`src/rtl/spi_master_tx_if.sv`:
```
// Upstream byte handshake plus SPI pins of the byte-serialising SPI master.
// A byte transfers on a rising clock edge where i_txValid and o_txReady are both high; i_txByte must be stable while i_txValid is high.
interface spi_master_tx_if;
   logic [7:0] i_txByte;
   logic       i_txValid;
   logic       o_txReady;
   logic       o_sclk;
   logic       o_mosi;
   logic       o_select;
   logic       o_done;
   logic       o_busy;

   modport master (
      input  i_txByte, i_txValid,
      output o_txReady, o_sclk, o_mosi, o_select, o_done, o_busy
   );

   modport slave (
      output i_txByte, i_txValid,
      input  o_txReady, o_sclk, o_mosi, o_select, o_done, o_busy
   );
endinterface

```
`src/rtl/spi_master_tx.sv`:
```
// SPI mode 3-idle / CPHA=0 transmitter: one byte per handshake, MSB first,
// select framing with setup, hold and inter-byte gap of CLK_DIV cycles each.
module spi_master_tx #(
   parameter int CLK_DIV = 4
) (
   input  logic            i_clock,
   input  logic            i_reset_n,
   spi_master_tx_if.master bus,
   output logic [2:0]      o_dbg_state
);

   typedef enum logic [2:0] {
      IDLE  = 3'd0,
      SETUP = 3'd1,
      SHIFT = 3'd2,
      HOLD  = 3'd3,
      GAP   = 3'd4
   } state_t;

   localparam logic [7:0] DIV_M1    = 8'(CLK_DIV - 1);
   localparam logic [3:0] LAST_EDGE = 4'd14;

   state_t     state_q, state_d;
   logic [7:0] cnt_q, cnt_d;
   logic [3:0] edge_q, edge_d;
   logic [7:0] sh_q, sh_d;
   logic       sclk_q, sclk_d;
   logic       mosi_q, mosi_d;
   logic       sel_q, sel_d;
   logic       done_q, done_d;
   logic       ready_q, ready_d;
   logic       busy_q, busy_d;

   logic       wrap;
   logic [7:0] cnt_nxt;

   assign wrap    = (cnt_q == DIV_M1);
   assign cnt_nxt = wrap ? 8'd0 : cnt_q + 8'd1;

   always_ff @(posedge i_clock or negedge i_reset_n) begin
      if (!i_reset_n) begin
         state_q <= IDLE;
         cnt_q   <= '0;
         edge_q  <= '0;
         sh_q    <= '0;
         sclk_q  <= 1'b1;
         mosi_q  <= 1'b1;
         sel_q   <= 1'b1;
         done_q  <= 1'b0;
         ready_q <= 1'b1;
         busy_q  <= 1'b0;
      end else begin
         state_q <= state_d;
         cnt_q   <= cnt_d;
         edge_q  <= edge_d;
         sh_q    <= sh_d;
         sclk_q  <= sclk_d;
         mosi_q  <= mosi_d;
         sel_q   <= sel_d;
         done_q  <= done_d;
         ready_q <= ready_d;
         busy_q  <= busy_d;
      end
   end

   always_comb begin
      state_d = state_q;
      cnt_d   = cnt_q;
      edge_d  = edge_q;
      sh_d    = sh_q;
      sclk_d  = sclk_q;
      mosi_d  = mosi_q;
      sel_d   = sel_q;
      done_d  = 1'b0;
      ready_d = ready_q;
      busy_d  = busy_q;

      case (state_q)
         IDLE: begin
            if (bus.i_txValid && ready_q) begin
               // sh_q holds only the bits not yet presented on mosi
               state_d = SETUP;
               cnt_d   = '0;
               mosi_d  = bus.i_txByte[7];
               sh_d    = {bus.i_txByte[6:0], 1'b0};
               sel_d   = 1'b0;
               sclk_d  = 1'b1;
               ready_d = 1'b0;
               busy_d  = 1'b1;
            end
         end
         SETUP: begin
            cnt_d = cnt_nxt;
            if (wrap) begin
               state_d = SHIFT;
               sclk_d  = 1'b0;
               edge_d  = '0;
            end
         end
         SHIFT: begin
            cnt_d = cnt_nxt;
            if (wrap) begin
               sclk_d = ~sclk_q;
               edge_d = edge_q + 4'd1;
               // data advances only on rising edges; the 8th rising edge keeps bit 0
               if (!sclk_q && (edge_q != LAST_EDGE)) begin
                  mosi_d = sh_q[7];
                  sh_d   = {sh_q[6:0], 1'b0};
               end
               if (edge_q == LAST_EDGE) begin
                  state_d = HOLD;
               end
            end
         end
         HOLD: begin
            cnt_d = cnt_nxt;
            if (wrap) begin
               state_d = GAP;
               sel_d   = 1'b1;
               mosi_d  = 1'b1;
               done_d  = 1'b1;
            end
         end
         GAP: begin
            cnt_d = cnt_nxt;
            if (wrap) begin
               state_d = IDLE;
               ready_d = 1'b1;
               busy_d  = 1'b0;
            end
         end
         default: begin
            state_d = IDLE;
            cnt_d   = '0;
            sclk_d  = 1'b1;
            mosi_d  = 1'b1;
            sel_d   = 1'b1;
            ready_d = 1'b1;
            busy_d  = 1'b0;
         end
      endcase
   end

   assign bus.o_txReady = ready_q;
   assign bus.o_sclk    = sclk_q;
   assign bus.o_mosi    = mosi_q;
   assign bus.o_select  = sel_q;
   assign bus.o_done    = done_q;
   assign bus.o_busy    = busy_q;
   assign o_dbg_state   = state_q;

endmodule
```
`src/flat_wrapper.sv`:
```
// flat-port wrapper written by rule: the top's interface ports become plain ports
module spi_master_tx_flat 
#(
   parameter int CLK_DIV = 4
)
  (i_clock, i_reset_n, o_dbg_state, bus_i_txByte, bus_i_txValid, bus_o_txReady, bus_o_sclk, bus_o_mosi, bus_o_select, bus_o_done, bus_o_busy);
  spi_master_tx_if bus_i ();
  input  logic i_clock;
  input  logic i_reset_n;
  output logic [2:0] o_dbg_state;
  input wire logic [$bits(bus_i.i_txByte)-1:0] bus_i_txByte;
  input wire logic [$bits(bus_i.i_txValid)-1:0] bus_i_txValid;
  output wire logic [$bits(bus_i.o_txReady)-1:0] bus_o_txReady;
  output wire logic [$bits(bus_i.o_sclk)-1:0] bus_o_sclk;
  output wire logic [$bits(bus_i.o_mosi)-1:0] bus_o_mosi;
  output wire logic [$bits(bus_i.o_select)-1:0] bus_o_select;
  output wire logic [$bits(bus_i.o_done)-1:0] bus_o_done;
  output wire logic [$bits(bus_i.o_busy)-1:0] bus_o_busy;
  assign bus_i.i_txByte = bus_i_txByte;
  assign bus_i.i_txValid = bus_i_txValid;
  assign bus_o_txReady = bus_i.o_txReady;
  assign bus_o_sclk = bus_i.o_sclk;
  assign bus_o_mosi = bus_i.o_mosi;
  assign bus_o_select = bus_i.o_select;
  assign bus_o_done = bus_i.o_done;
  assign bus_o_busy = bus_i.o_busy;
  spi_master_tx #(.CLK_DIV(CLK_DIV)) u_core (.i_clock(i_clock), .i_reset_n(i_reset_n), .bus(bus_i), .o_dbg_state(o_dbg_state));
endmodule
```
`config.mk`:
```
export PLATFORM = sky130hd
export DESIGN_NAME = spi_master_tx_flat
export DESIGN_NICKNAME = d
export VERILOG_FILES = /design/src/rtl/spi_master_tx_if.sv /design/src/rtl/spi_master_tx.sv /design/src/flat_wrapper.sv
export SDC_FILE = /design/constraint.sdc
export NUM_CORES = 1
export LEC_CHECK = 0
export ABC_AREA = 1
export CORE_MARGIN = 1.5
export CORE_UTILIZATION = 47
export CTS_BUF_LIST = sky130_fd_sc_hd__clkbuf_8
export DETAILED_ROUTE_END_ITERATION = 8
export PLACE_DENSITY = 0.69
export SLEW_MARGIN = 40
export SYNTH_ARGS = -nofsm -noshare
export SYNTH_HDL_FRONTEND = slang
export SYNTH_SLANG_ARGS = --single-unit
```
`constraint.sdc`:
```
create_clock -name i_clock -period 1.9 [get_ports i_clock]
set_clock_uncertainty 0.2 [all_clocks]
set_input_delay 0.475 -clock i_clock [delete_from_list [all_inputs] [get_ports i_clock]]
set_output_delay 0.475 -clock i_clock [all_outputs]
set_load 0.02 [all_outputs]
```
==> run_1/closeup.png <==
Window x 15 to 45, y 27 to 57 um. Cells in gray, sequential cells in the stronger gray; small squares are vias.
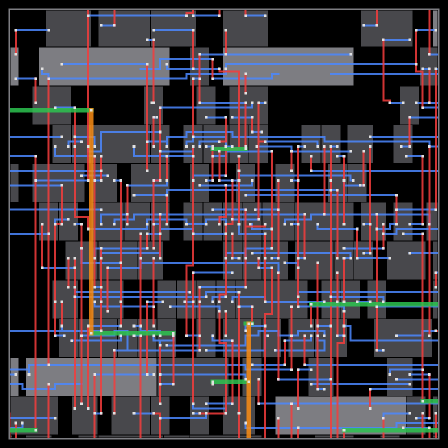
color	layer
green	M3
red	M2
orange	M4
blue	M1
sequential cells in the window	4
netlist names of flops here include	u_core.o_dbg_state (2)
most frequent	nand2_1 (26), inv_1 (9)
cells with their middle in the window	90

==> run_1/layers.png <==
Scale: 6 px per um. Two of the layers only.
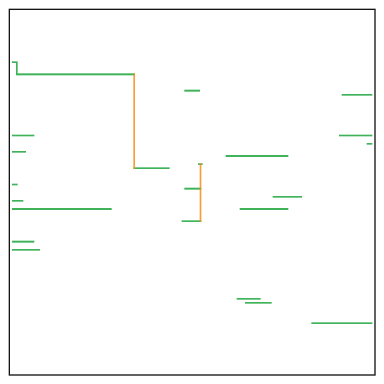
color	layer	wire length
green	M3	119 um
orange	M4	25.2 um

==> Changelog: implementation, run 1 <==
### Physical design

- Largest net degree at the start of global routing: 29
- Die width: 60.7 um
- Seq pwr: 596 uW
- ANT nets after route: 0
- Clock network power: 371 uW
- Crit path to: bus_o_sclk
- Post-CTS Setup Bufs: 0
- CTS tree: done
- Critical path launch point type: flip-flop
- Dominant synthesized flop cell: dfrtp_1
- Period Utilization, post-route: 0.968
- CP cell instances: dlygate4sd2_1
- Max Root-Sink Buffers: 2
- Antenna diodes: 0
- Max FFs per register: 8
- Status: completed
- Hpwl dp: 2590 um
- Util after Layout: 0.623
- 1st-iter DRT viols: 89
- Most common cell in the synthesized netlist: nand2_1
- Num ports: 20
- Yosys top cell by area: dfrtp_1
- Comb area leader: simple AND/OR/NAND/NOR gates
- Static Leakage: 1.06 nW
- PD cells: 520 nW/um^2
- Top pwr grp: registers
- Crit path buffers/inverters: 1
- Compound Share, Synth: 0.102
- Max incr delay on CP: 0.54 ns
- Combinational Power: 38.9 uW
- GPL Wtd Cong: 0.837
- Clock Pin Slew Worst Setup and Hold Paths: 0.10 ns
- Fp util: 0.504
- Synth Area per Inst: 7.83 um^2
- Total power: 1.01 mW
- RSZ-0062 raised after global routing: false
- Simple-gate share of the synthesized area: 0.279
- Asr flop ratio synth: 1.00
- Inst Count DP: 273
- Hold Path Stages: 2
- Delay-heaviest family, CP: flip-flops
- Flop2flop setup slack: 0.14 ns
- Tapcell count: 44
- Yosys xor share: 0.0280
- Mux frac, synth: 0.0384
- HP Class: reg -> reg
- Clock latency on the worst-skew pair: 0.27 ns
- Num Clock Sinks: 28
- Switch share: 0.201
- YS chip area: 1570 um^2
- Post-synth EDFFs: 0
- Synth Warn #: 0
- Mapped Cells: 200
- RR Startpoint: u_core.cnt_q[0]
- Finished Layout Cells: 277
- Bufs w/o clock: 31
- First-pass GRT wire length: 5390 um
- Number of port buffers: 19
- Layout clock area frac: 0.0285
- # clk buffers: 4
- Least-Margin Pin Slew: 0.366 ns
- P_int: 803 uW
==> run_1/m1.png <==
Scale: 6 px per um. Supply wires on this layer in gray.
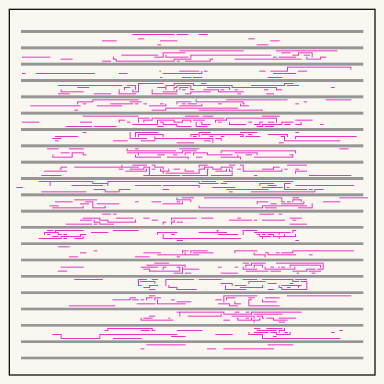
longest straight run	15.2 um
main direction	horizontal
nets with wire on the layer	225
wire length on this layer	1500 um
share of all routed wire	46%
DRT Wirelength: 3240 um
GRT met1 Usage: 0.246
via count: 1388

==> run_1/congestion_map.png <==
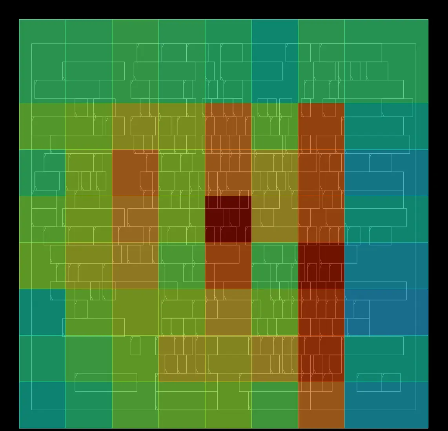
overall global routing resource usage: 0.193
GR Util met3: 0.0256
routed length per instance: 11.7 um
grt peak-use layer: met2

-- run 1: cell usage in the layout, fill, tap and decap left out --
cell type,synthesis,layout
nand2_4,2,2
nor3_1,1,1
dfstp_2,4,4
ha_1,3,2
inv_2,8,8
nand2_1,57,57
dlymetal6s2s_1,0,1
o21ai_0,1,1
or2_2,1,1
nand2_2,2,2
clkbuf_8,0,4
o31ai_1,2,2
xor2_1,5,5
ha_2,0,1
o21bai_1,3,3
inv_1,19,19
clkinv_1,1,1
nor2_2,2,2
a21oi_1,3,3
mux2i_1,6,6
o21ai_1,18,18
o22ai_1,2,2
dlygate4sd2_1,0,8
nor2_1,14,14
dfrtp_1,24,24
clkdlybuf4s50_1,0,10
nor2_4,1,1
buf_4,0,12
nand4_1,4,4
nand3_1,15,15
==> run_1/gates.png <==
Scale: 8 px per um.
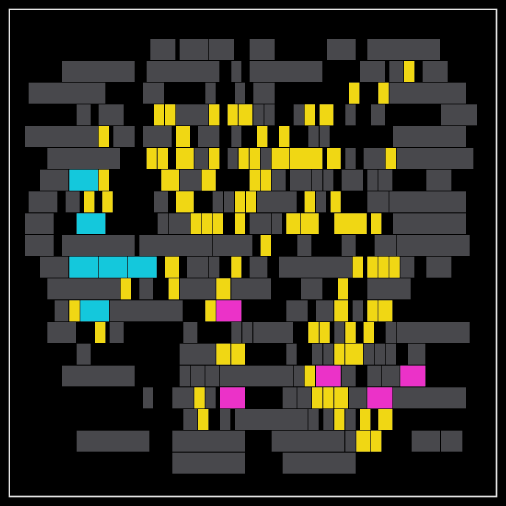

==> run 2: changes to the inputs <==
CTS_BUF_LIST = default   (was sky130_fd_sc_hd__clkbuf_8)
GPL_ROUTABILITY_DRIVEN = 0   (was default)
==> run_2/gates.png <==
Scale: 8 px per um.
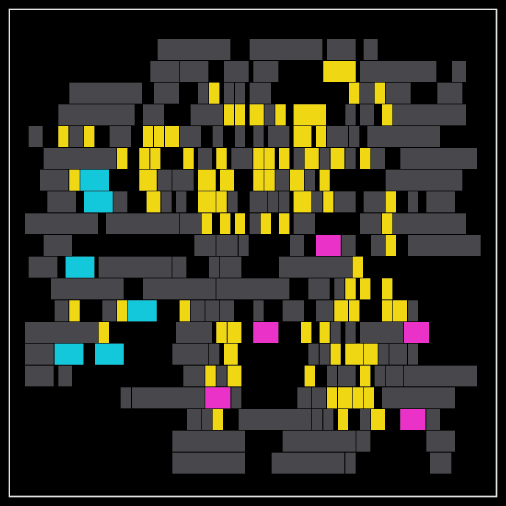
color	family	cells	most used
magenta	xor and xnor cells	5	xor2_1
yellow	nand cells	80	nand2_1
cyan	mux cells	6	mux2i_1
Finished Layout Cells: 277
Comb area share: 0.392
Commonest Layout Cell: nand2_1

==> Changelog: implementation, run 2 <==
### Physical design

- Simple-gate share of the synthesized area: 0.279
- # clk buffers: 4
- Comb area leader: simple AND/OR/NAND/NOR gates
- Num Clock Sinks: 28
- Mux frac, synth: 0.0384
- Final hold viol count: 0
- Hpwl dp: 2590 um
- Sequential share of cell area: 0.373
- Tapcell count: 44
- Layout clock area frac: 0.0139
- Static Leakage: 1.03 nW
- Die span in y: 60.7 um
- Comb pwr share: 0.044
- Max Transition Viols Final: 0
- Most frequent cells in the layout: nand2_1, dfrtp_1, inv_1, o21ai_1, nand3_1
- FMAX: 0.542 GHz
- Clock latency on the worst-skew pair: 0.34 ns
- Routed length per instance: 11.8 um
- Combinational Power: 38.7 uW
- Mapped Cells: 200
- Bufs w/o clock: 31
- CTS tree: done
- HP Class: in -> async
- Top flop regs: u_core.cnt_q (8), u_core.sh_q (7), u_core.edge_q (4)
- Die width: 60.7 um
- Most common cell in the synthesized netlist: nand2_1
- CP Depth: 1
- ANT nets after route: 0
- CP cell instances: clkdlybuf4s15_1
- Mapped cell area: 1570 um^2
- Remaining DRCs: 0
- Fp util: 0.504
- Clock network power: 254 uW
- Crit path buffers/inverters: 1
- Area Overhead vs Synth: 20.9%
- Comb_multi_in: 142
- Seq pwr: 597 uW
- Util after Layout: 0.610
- Max incr delay on CP: 0.55 ns
- CP required: 1.22 ns
- Compound Share, Synth: 0.102
- Arr. time, crit path: 1.17 ns
- Clock Power Share: 0.285
- Critical path launch point type: flip-flop
- Dominant synthesized flop cell: dfrtp_1
- MaxCap Viol Count: 0
- RSZ-0062 raised after global routing: false
- Num ports: 20
- Switch share: 0.211
- Antenna diodes: 0
- Area share of the largest cell type after synthesis: 0.384
- Commonest cells in the netlist: nand2_1, dfrtp_1, inv_1, o21ai_1, nand3_1
- Flop2flop setup slack: 0.17 ns
- Post-synth EDFFs: 0
- Delay-heaviest family, CP: flip-flops
- Period Utilization, post-route: 0.970
- Max Root-Sink Buffers: 2
- Wl on met1: 1510 um
- Max FFs per register: 8
- Synth Area per Inst: 7.83 um^2
- Largest net degree at the start of global routing: 29
- 1st-iter DRT viols: 58
- Status: completed
- Yosys xor share: 0.0280
- R2R Path End: u_core.sh_q[2]
- RR Startpoint: u_core.cnt_q[0]
- First-pass GRT wire length: 5660 um
- P_int: 701 uW
- Least-Margin Pin Slew: 0.376 ns
- Final setup vio count: 0
- Setup TNS: 0 ns
- GR Util met3: 0.0277
- Synth Warn #: 0
- Leading cell kind: logic gates
- Flip-flops: 28
- PD cells: 470 nW/um^2
- Die area: 3690 um^2
- Post-synth cell types: 26
- Nets@finish: 248
- Number of port buffers: 19
- Row count: 20
- Yosys top cell by area: dfrtp_1
- YS chip area: 1570 um^2
- Total power: 889 uW
- Asr flop ratio synth: 1.00
- Grt peak-use layer: met2
- Setup crit end kind: output port
- Inst Count DP: 273
- Slew margin rel.: 0.747
- 1st-pass router iterations: 4
- Top pwr grp: registers
- Path type of the worst setup path: reg -> out
- Met2 usage in global routing: 0.355
- Clock Pin Slew Worst Setup and Hold Paths: 0.15 ns
- Overall global routing resource usage: 0.203
- Fraction of layout cells with a size suffix above 1: 0.167
==> run_2/m1.png <==
Scale: 6 px per um. Supply wires on this layer in gray.
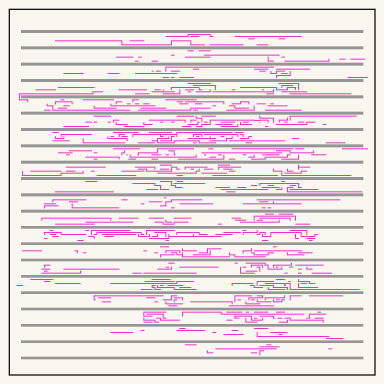
share of all routed wire	46%
nets with wire on the layer	226
wire length on this layer	1510 um
longest straight run	17.9 um
main direction	horizontal
via count: 1386
GRT met1 Usage: 0.260
DRT Wirelength: 3280 um

-- run 2: cell types whose count changed in the layout (fill, tap and decap cells not counted), sizes merged --
cell           previous run  this run
clkbuf                    4         7
clkdlybuf4s15             0         1
dlygate4sd2               8         5
dlymetal6s2s              1         0
-- run 2: worst max-delay path by stage --
stage | from | slack (ns) | end
floorplan | u_core.cnt_q[0] | 0.23 | u_core.sh_q[7]
global placement | bus_i_txValid | -0.009 | u_core.sh_q[4]
detailed placement | bus_i_txValid | -0.08 | u_core.sh_q[5]
CTS | u_core.bus.o_select | 0.00005 | bus_o_select
global route | u_core.bus.o_mosi | 0.02 | bus_o_mosi
finish | u_core.bus.o_mosi | 0.06 | bus_o_mosi
-- run 2: repair_timing --
action                     in CTS  in global routing
setup buffers                   0                  0
setup endpoints to repair       9                  5
pin swaps                       0                  0
resized                        10                  7
==> run_2/layers.png <==
Scale: 6 px per um. Two of the layers only.
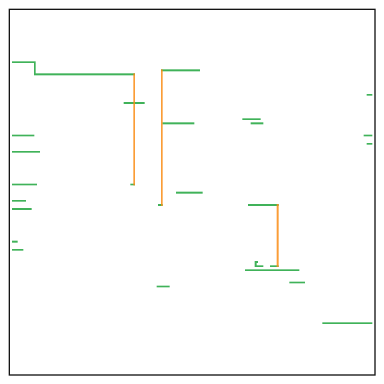

==> run 3: changes to the inputs <==
--- a/config.mk
+++ b/config.mk
@@ -12,5 +12,4 @@
 export GPL_ROUTABILITY_DRIVEN = 0
 export PLACE_DENSITY = 0.69
-export SLEW_MARGIN = 40
 export SYNTH_ARGS = -nofsm -noshare
 export SYNTH_HDL_FRONTEND = slang
--- a/constraint.sdc
+++ b/constraint.sdc
@@ -3,3 +3,3 @@
 set_input_delay 0.475 -clock i_clock [delete_from_list [all_inputs] [get_ports i_clock]]
 set_output_delay 0.475 -clock i_clock [all_outputs]
-set_load 0.02 [all_outputs]
+set_load 0.1 [all_outputs]
==> run_3/layers.png <==
Scale: 6 px per um. Two of the layers only.
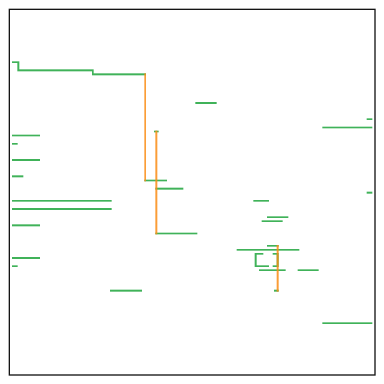
color	layer	wire length
orange	M4	42.2 um
green	M3	155 um
routed length per instance: 12.6 um
DRT Wirelength: 3470 um
overall global routing resource usage: 0.219
via count: 1426

==> run_3/congestion_map.png <==
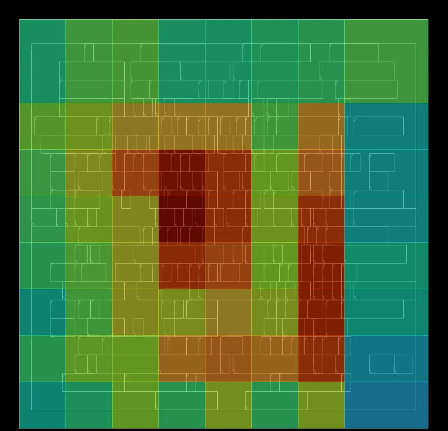
GRT met1 Usage: 0.263
met2 usage in global routing: 0.398
GR Util met3: 0.0362
Util after Layout: 0.658

==> Changelog: implementation, run 3 <==
### Physical design

- Status: completed
- First-pass GRT wire length: 6040 um
- FMAX: 0.545 GHz
- Crit. Startpoint: u_core.bus.o_txReady
- Mux frac, synth: 0.0384
- Clock Pin Slew Worst Setup and Hold Paths: 0.16 ns
- Compound Share, Synth: 0.102
- Final hold viol count: 0
- Least-Margin Pin Slew: 0.341 ns
- Static Leakage: 1.05 nW
- Area Overhead vs Synth: 30.5%
- Yosys xor share: 0.0280
- Grt peak-use layer: met2
- RSZ-0062 raised after global routing: false
- Most frequent cells in the layout: nand2_1, dfrtp_1, inv_1, o21ai_1, nand3_1
- Flop2flop setup slack: 0.17 ns
- 1st-pass router iterations: 5
- Finished Layout Cells: 276
- Period Utilization, post-route: 0.966
- Fp util: 0.504
- Crit path to: bus_o_txReady
- MaxCap Viol Count: 0
- Wl on met1: 1480 um
- Mapped Cells: 200
- Crit path buffers/inverters: 1
- Commonest cells in the netlist: nand2_1, dfrtp_1, inv_1, o21ai_1, nand3_1
- Nets@finish: 247
- Comb pwr share: 0.038
- Delay-heaviest family, CP: flip-flops
- Post-CTS Setup Bufs: 0
- Area share of the largest cell type after synthesis: 0.384
- Simple-gate share of the synthesized area: 0.279
- CTS tree: done
- Setup TNS: 0 ns
- Antenna diodes: 0
- Seq pwr: 596 uW
- RR Startpoint: u_core.cnt_q[0]
- Mapped cell area: 1570 um^2
- Max FFs per register: 8
- CP Depth: 1
- Max Transition Viols Final: 0
- Most common cell in the synthesized netlist: nand2_1
- Clock latency on the worst-skew pair: 0.34 ns
- PD cells: 504 nW/um^2
- Comb area leader: simple AND/OR/NAND/NOR gates
- Arr. time, crit path: 1.16 ns
- Clock network power: 394 uW
- YS chip area: 1570 um^2
- ANT nets after route: 0
- Asr flop ratio synth: 1.00
- Max incr delay on CP: 0.66 ns
- Die span in y: 60.7 um
- CP required: 1.22 ns
- Synth Area per Inst: 7.83 um^2
- Commonest Layout Cell: nand2_1
- Inst Count DP: 271
- Fraction of layout cells with a size suffix above 1: 0.211
- Die width: 60.7 um
- Num ports: 20
- Slew margin rel.: 0.771
- CTS resizes: 0
- Total power: 1.03 mW
- Path type of the worst setup path: reg -> out
- 1st-iter DRT viols: 86
run 3: netlist changes by cell type in the layout (fill, tap and decap cells not counted), moves of 3 or more:
cell,before,now
dfrtp_1,24,21
dfrtp_2,0,3
buf_12,0,9
dlygate4sd2_1,5,0
clkbuf_2,3,0
run 3: cell type report:
type,count,area [um^2],share of cell area
Tap cell,44,55.1,0.0269
Multi-Input combinational cell,142,754,0.369
Clock buffer,3,22.5,0.0110
Timing Repair Buffer,30,363,0.178
Clock inverter,1,30.0,0.0147
Sequential cell,28,713,0.349
Inverter,28,105,0.0514
run 3: worst register-to-register path: cells and delay by family (launching register included):
family,cells,cell delay [ns]
DFF,1,0.45
AOI/OAI and AO/OA,1,0.14
and+or+nand+nor,6,0.49
buffers and inverters,1,0.20
adders and majority gates,1,0.18
No activity file was given, so power comes from the tool's default toggle rates.
